[src/rtl/arbitro_cancelas.sv]
// arbitro_cancelas: round-robin arbiter for a resident/visitor gate pair with timeout,
// passage counting and a forced-entry/tailgating alarm that only a guard can clear.
module arbitro_cancelas #(
  parameter int T_ABERTA   = 8,
  parameter int T_PASSAGEM = 4
) (
  input  logic       clk_2,
  input  logic       reset,
  input  logic       chega_morador,
  input  logic       chega_visitante,
  input  logic       sensor_morador,
  input  logic       sensor_visitante,
  input  logic       limpa_alarme,
  output logic       abre_morador,
  output logic       abre_visitante,
  output logic       alarme,
  output logic [2:0] estado,
  output logic [7:0] passagens
);
  typedef enum logic [2:0] {
    OCIOSO   = 3'd0,
    ABERTA_M = 3'd1,
    ABERTA_V = 3'd2,
    PASSANDO = 3'd3,
    ALARME   = 3'd4
  } estado_t;
  localparam logic M = 1'b0;
  localparam logic V = 1'b1;
  localparam logic [3:0] LIM_A = 4'(T_ABERTA - 1);
  localparam logic [3:0] LIM_P = 4'(T_PASSAGEM - 1);
  estado_t    st, st_n;
  logic [3:0] cnt, cnt_n;
  logic       dono, dono_n, ultimo, ultimo_n;
  logic [7:0] pass_n;
  logic       s_dono, s_outro;
  always_comb begin
    st_n     = st;
    cnt_n    = cnt;
    dono_n   = dono;
    ultimo_n = ultimo;
    pass_n   = passagens;
    s_dono   = dono ? sensor_visitante : sensor_morador;
    s_outro  = dono ? sensor_morador : sensor_visitante;
    case (st)
      OCIOSO:
        if (sensor_morador || sensor_visitante) st_n = ALARME;
        else if (chega_morador || chega_visitante) begin
          dono_n = (chega_morador && chega_visitante) ? ~ultimo : chega_visitante;
          st_n   = dono_n ? ABERTA_V : ABERTA_M;
          cnt_n  = '0;
        end
      ABERTA_M, ABERTA_V:
        if (s_outro) st_n = ALARME;
        else if (s_dono) begin
          st_n  = PASSANDO;
          cnt_n = '0;
        end
        else if (cnt == LIM_A) st_n = OCIOSO;
        else cnt_n = cnt + 4'd1;
      PASSANDO:
        if (s_outro) st_n = ALARME;
        else if (!s_dono) begin
          st_n     = OCIOSO;
          pass_n   = passagens + 8'd1;
          ultimo_n = dono;
        end
        else if (cnt == LIM_P) st_n = ALARME;
        else cnt_n = cnt + 4'd1;
      ALARME:
        if (limpa_alarme && !sensor_morador && !sensor_visitante) begin
          st_n  = OCIOSO;
          cnt_n = '0;
        end
      default: st_n = ALARME;
    endcase
  end
  // Outputs are decoded from the next state so they change on the same edge as estado.
  always_ff @(posedge clk_2 or posedge reset)
    if (reset) begin
      st             <= OCIOSO;
      cnt            <= '0;
      dono           <= M;
      ultimo         <= V;
      passagens      <= '0;
      abre_morador   <= 1'b0;
      abre_visitante <= 1'b0;
      alarme         <= 1'b0;
    end else begin
      st             <= st_n;
      cnt            <= cnt_n;
      dono           <= dono_n;
      ultimo         <= ultimo_n;
      passagens      <= pass_n;
      abre_morador   <= (st_n == ABERTA_M) || (st_n == PASSANDO && dono_n == M);
      abre_visitante <= (st_n == ABERTA_V) || (st_n == PASSANDO && dono_n == V);
      alarme         <= (st_n == ALARME);
    end
  assign estado = st;
endmodule

[config.mk]
export PLATFORM = sky130hd
export DESIGN_NAME = arbitro_cancelas
export DESIGN_NICKNAME = d
export VERILOG_FILES = /design/src/rtl/arbitro_cancelas.sv
export SDC_FILE = /design/constraint.sdc
export NUM_CORES = 1
export LEC_CHECK = 0
export ABC_CLOCK_PERIOD_IN_PS = 2000
export CORE_MARGIN = 2
export CORE_UTILIZATION = 51
export DETAILED_ROUTE_END_ITERATION = 8
export PLACE_DENSITY = 0.89
export REMOVE_ABC_BUFFERS = 1
export SYNTH_ARGS = -nofsm -noshare
export SYNTH_HDL_FRONTEND = slang
export SYNTH_SLANG_ARGS = --single-unit
[constraint.sdc]
create_clock -name clk_2 -period 2 [get_ports clk_2]
set_input_delay 0.4 -clock clk_2 [delete_from_list [all_inputs] [get_ports clk_2]]
set_output_delay 0.4 -clock clk_2 [all_outputs]
set_load 0.005 [all_outputs]
Run 1, clock wires, drivers and flops:
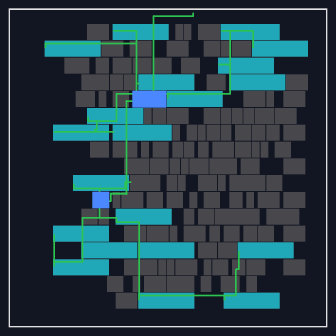
[blue] cells driving clock nets | count: 3
[cyan] flip-flops | count: 20
[green] clock wires | length: 216 um
routed clock nets	4

Run 1, sizing map:
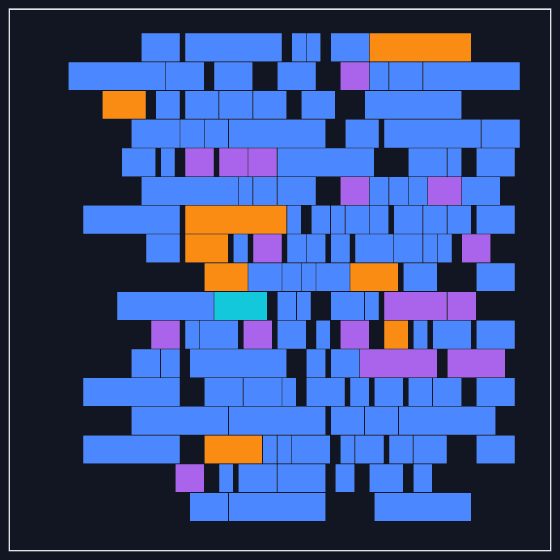
color	size	cells
orange	drive 2	8
cyan	drive 6 and up	1
purple	drive 3 to 4	16
blue	drive 1 or less	114

==> results.json, run 1 <==
{
  "powerDensity_nw_per_um2": 552,
  "ys_seq_share": 0.443,
  "yosys_area_um2": 1130,
  "warnings": 25,
  "grt_pass1_vias": 896,
  "vias": 963,
  "seq_share": 0.347,
  "buf_share": 0.185,
  "comb_area_um2": 586,
  "period_used_share": 0.942,
  "fin_crit_ps": 1880,
  "clk_pin_slew_worst_paths_ps": 120,
  "dominant_cells": "multi-input combinational cells",
  "placed_cell_area_um2": 1410,
  "p_int_uw": 593,
  "cts_setup_buffers": 0,
  "setup.worst_path.end": "estado[1]",
  "finalPower_uw": 800,
  "dieArea_um2": 2620,
  "status": "finished, final reports clean",
  "n_tap_cell": 28,
  "grt_setup_unrepaired": "false",
  "core-area_um2": 2150,
  "cts.path.max_buffers": 2,
  "r2r_cells": 6,
  "endpoint_kind": "output pin",
  "synth.most_common_cell": "dfrtp_1",
  "areaGrowthSynthToFinish_pct": 27.9
}
Run 1, congestion heat map:
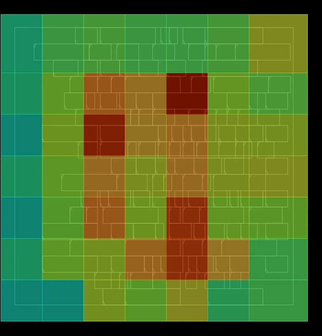
met2 usage: 0.329
post-layout util: 0.675
Avg WL per Cell: 14.3 um

## run 1: cell families (layout without fill, tap and decap cells)
group	Yosys count	after routing
DFF	20	20
adders and majority gates	2	2
xor gates and xnor gates	7	7
and+or+nand+nor	39	39
buffers and inverters	9	39
muxes	6	6
AOI/OAI and AO/OA	26	26
## run 1: power groups by stage
| stage | logic [uW] | clock network, uW | registers, uW |
|---|---|---|---|
| final | 123 | 236 | 441 |
| after global routing | 135 | 255 | 444 |
| after CTS | 124 | 240 | 440 |
| after detailed placement | 123 | 0 | 448 |
| after global placement | 119 | 0 | 446 |
| after floorplan | 71.2 | 0 | 442 |
## run 1: layer usage
metal  track usage  vias to the layer above  routed length (um)
li1              -                      458                   -
met5             0                        -                   0
met1         0.278                      466                1070
met2         0.329                       37                1210
met4        0.0586                        0                  14
met3        0.0175                        2                  91
Run 1, the metal 3 layer:
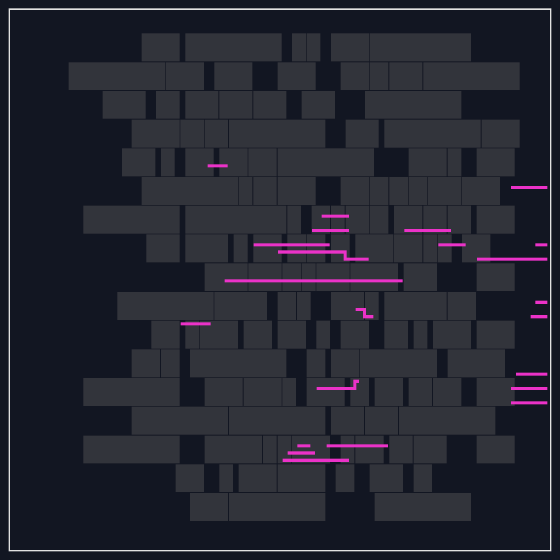

==> run 2, diff against run 1 <==
Settings changed: ABC_CLOCK_PERIOD_IN_PS 2000 to 1650, CORE_UTILIZATION 51 to 46, PLACE_DENSITY 0.89 to 0.85, SETUP_SLACK_MARGIN set to 0.3.
Clock period 2 ns to 1.65 ns, I/O delays scaled along.
Run 2, the metal 3 layer:
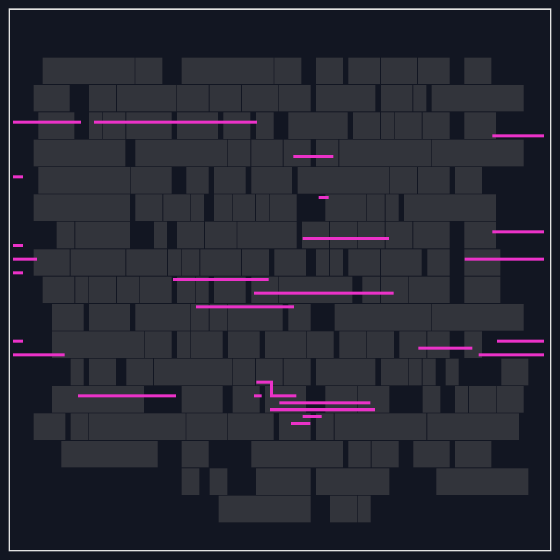
longest straight run	15.9 um
main direction	horizontal
nets with wire on the layer	22
wire length on this layer	147 um
share of all routed wire	4.5%

==> run 2 against run 1 <==
Effect of this change: critical path depth is 5 higher; synthesized area stayed put; utilization is 12 points higher; routed wire length is 37% higher; via count is 14% higher; sequential share of layout area is 6.8 points lower; non-clock buffer count is 31 higher; global-route usage is 4.8 points higher; power is 23% higher; flip-flop count stayed put.
==> results.json, run 2 <==
{
  "cts.path.max_buffers": 2,
  "top_layer": "met4",
  "powerDensity_nw_per_um2": 544,
  "wl_per_cell_um": 16.5,
  "final_antenna_net_count": 0,
  "clk_pin_slew_worst_paths_ps": 110,
  "yosys_area_um2": 1130,
  "synth_cell_types": 44,
  "warnings": 27,
  "comb_area_um2": 713,
  "setup_viol": 0,
  "r2r_cells": 6,
  "clock-sinks": 20,
  "use_met2": 0.407,
  "grtUsageMet1": 0.288,
  "top_logic_kind": "simple AND/OR/NAND/NOR gates",
  "largest_area_cell": "dfrtp_1",
  "placed_cell_area_um2": 1470,
  "hold_ws_ps": 223,
  "utilization": 0.797,
  "grt_pass1_vias": 1060,
  "wirelength_mm": 3.26,
  "met3_usage": 0.0806,
  "setup.worst_path.end": "cnt[0]",
  "finalPower_uw": 987,
  "synth.most_common_cell": "dfrtp_1",
  "dr_wl_met2_mm": 1.71,
  "gr-max-usage-layer": "met2",
  "power.leakage_uw": 0.000902,
  "areaGrowthSynthToFinish_pct": 59.9,
  "endpoint_kind": "flip-flop",
  "status": "finished, final reports clean",
  "dp.cells": 170,
  "dieArea_um2": 2880,
  "ys_seq_share": 0.443,
  "synth.avg_cell_area_um2": 10.4,
  "cts_setup_buffers": 20,
  "firstDrtPassIters": 4,
  "met3_length_um": 146,
  "fin_crit_ps": 1630,
  "ys_sh_mux": 0.0596,
  "die_w_um": 53.6,
  "ctsHoldBuffers": 0,
  "crit_arrival_ps": 1880,
  "yosys.area_share.aoi": 0.173,
  "wl_met1_mm": 1.32,
  "core-area_um2": 2280,
  "vias": 1100,
  "grt_setup_unrepaired": "true"
}
Run 2, clock wires, drivers and flops:
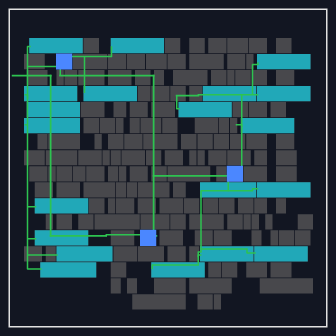
[green] clock wires | length: 265 um
[cyan] flip-flops | count: 20
[blue] cells driving clock nets | count: 3
routed clock nets	4
worst clock skew: 12.6 ps
clk latency late pin: 320 ps
Clk. pwr: 250 uW
Clock Power Share: 0.254

## run 2: cell type report
class,count,area share
clock buffers,4,0.0145
flip-flops and latches,20,0.279
well taps,28,0.0193
repair buffers,60,0.282
inverters,6,0.0124
multi-input cells,80,0.393
## run 2: worst min path at each step
stage	from	endpoint
final	reset	dono
after global routing	reset	dono
after CTS	reset	dono
after detailed placement	passagens[7]	passagens[7]
after global placement	passagens[7]	passagens[7]
after floorplan	reset	abre_morador
## run 2: power breakdown
part	switching (uW)	internal, uW	total (uW)	leakage [uW]
combinational	110	105	215	0.000627
sequential	16.6	504	521	0.000260
clock	156	94.9	250	0.0000150
## run 2: worst reg2reg max path, delay by kind of cell (launching register included)
kind	cells	cell delay [ps]
and+or+nand+nor	2	530
adders and majority gates	1	170
DFF	1	420
AOI/OAI and AO/OA	2	230
muxes	1	220
Power and IR drop assume default switching activity.
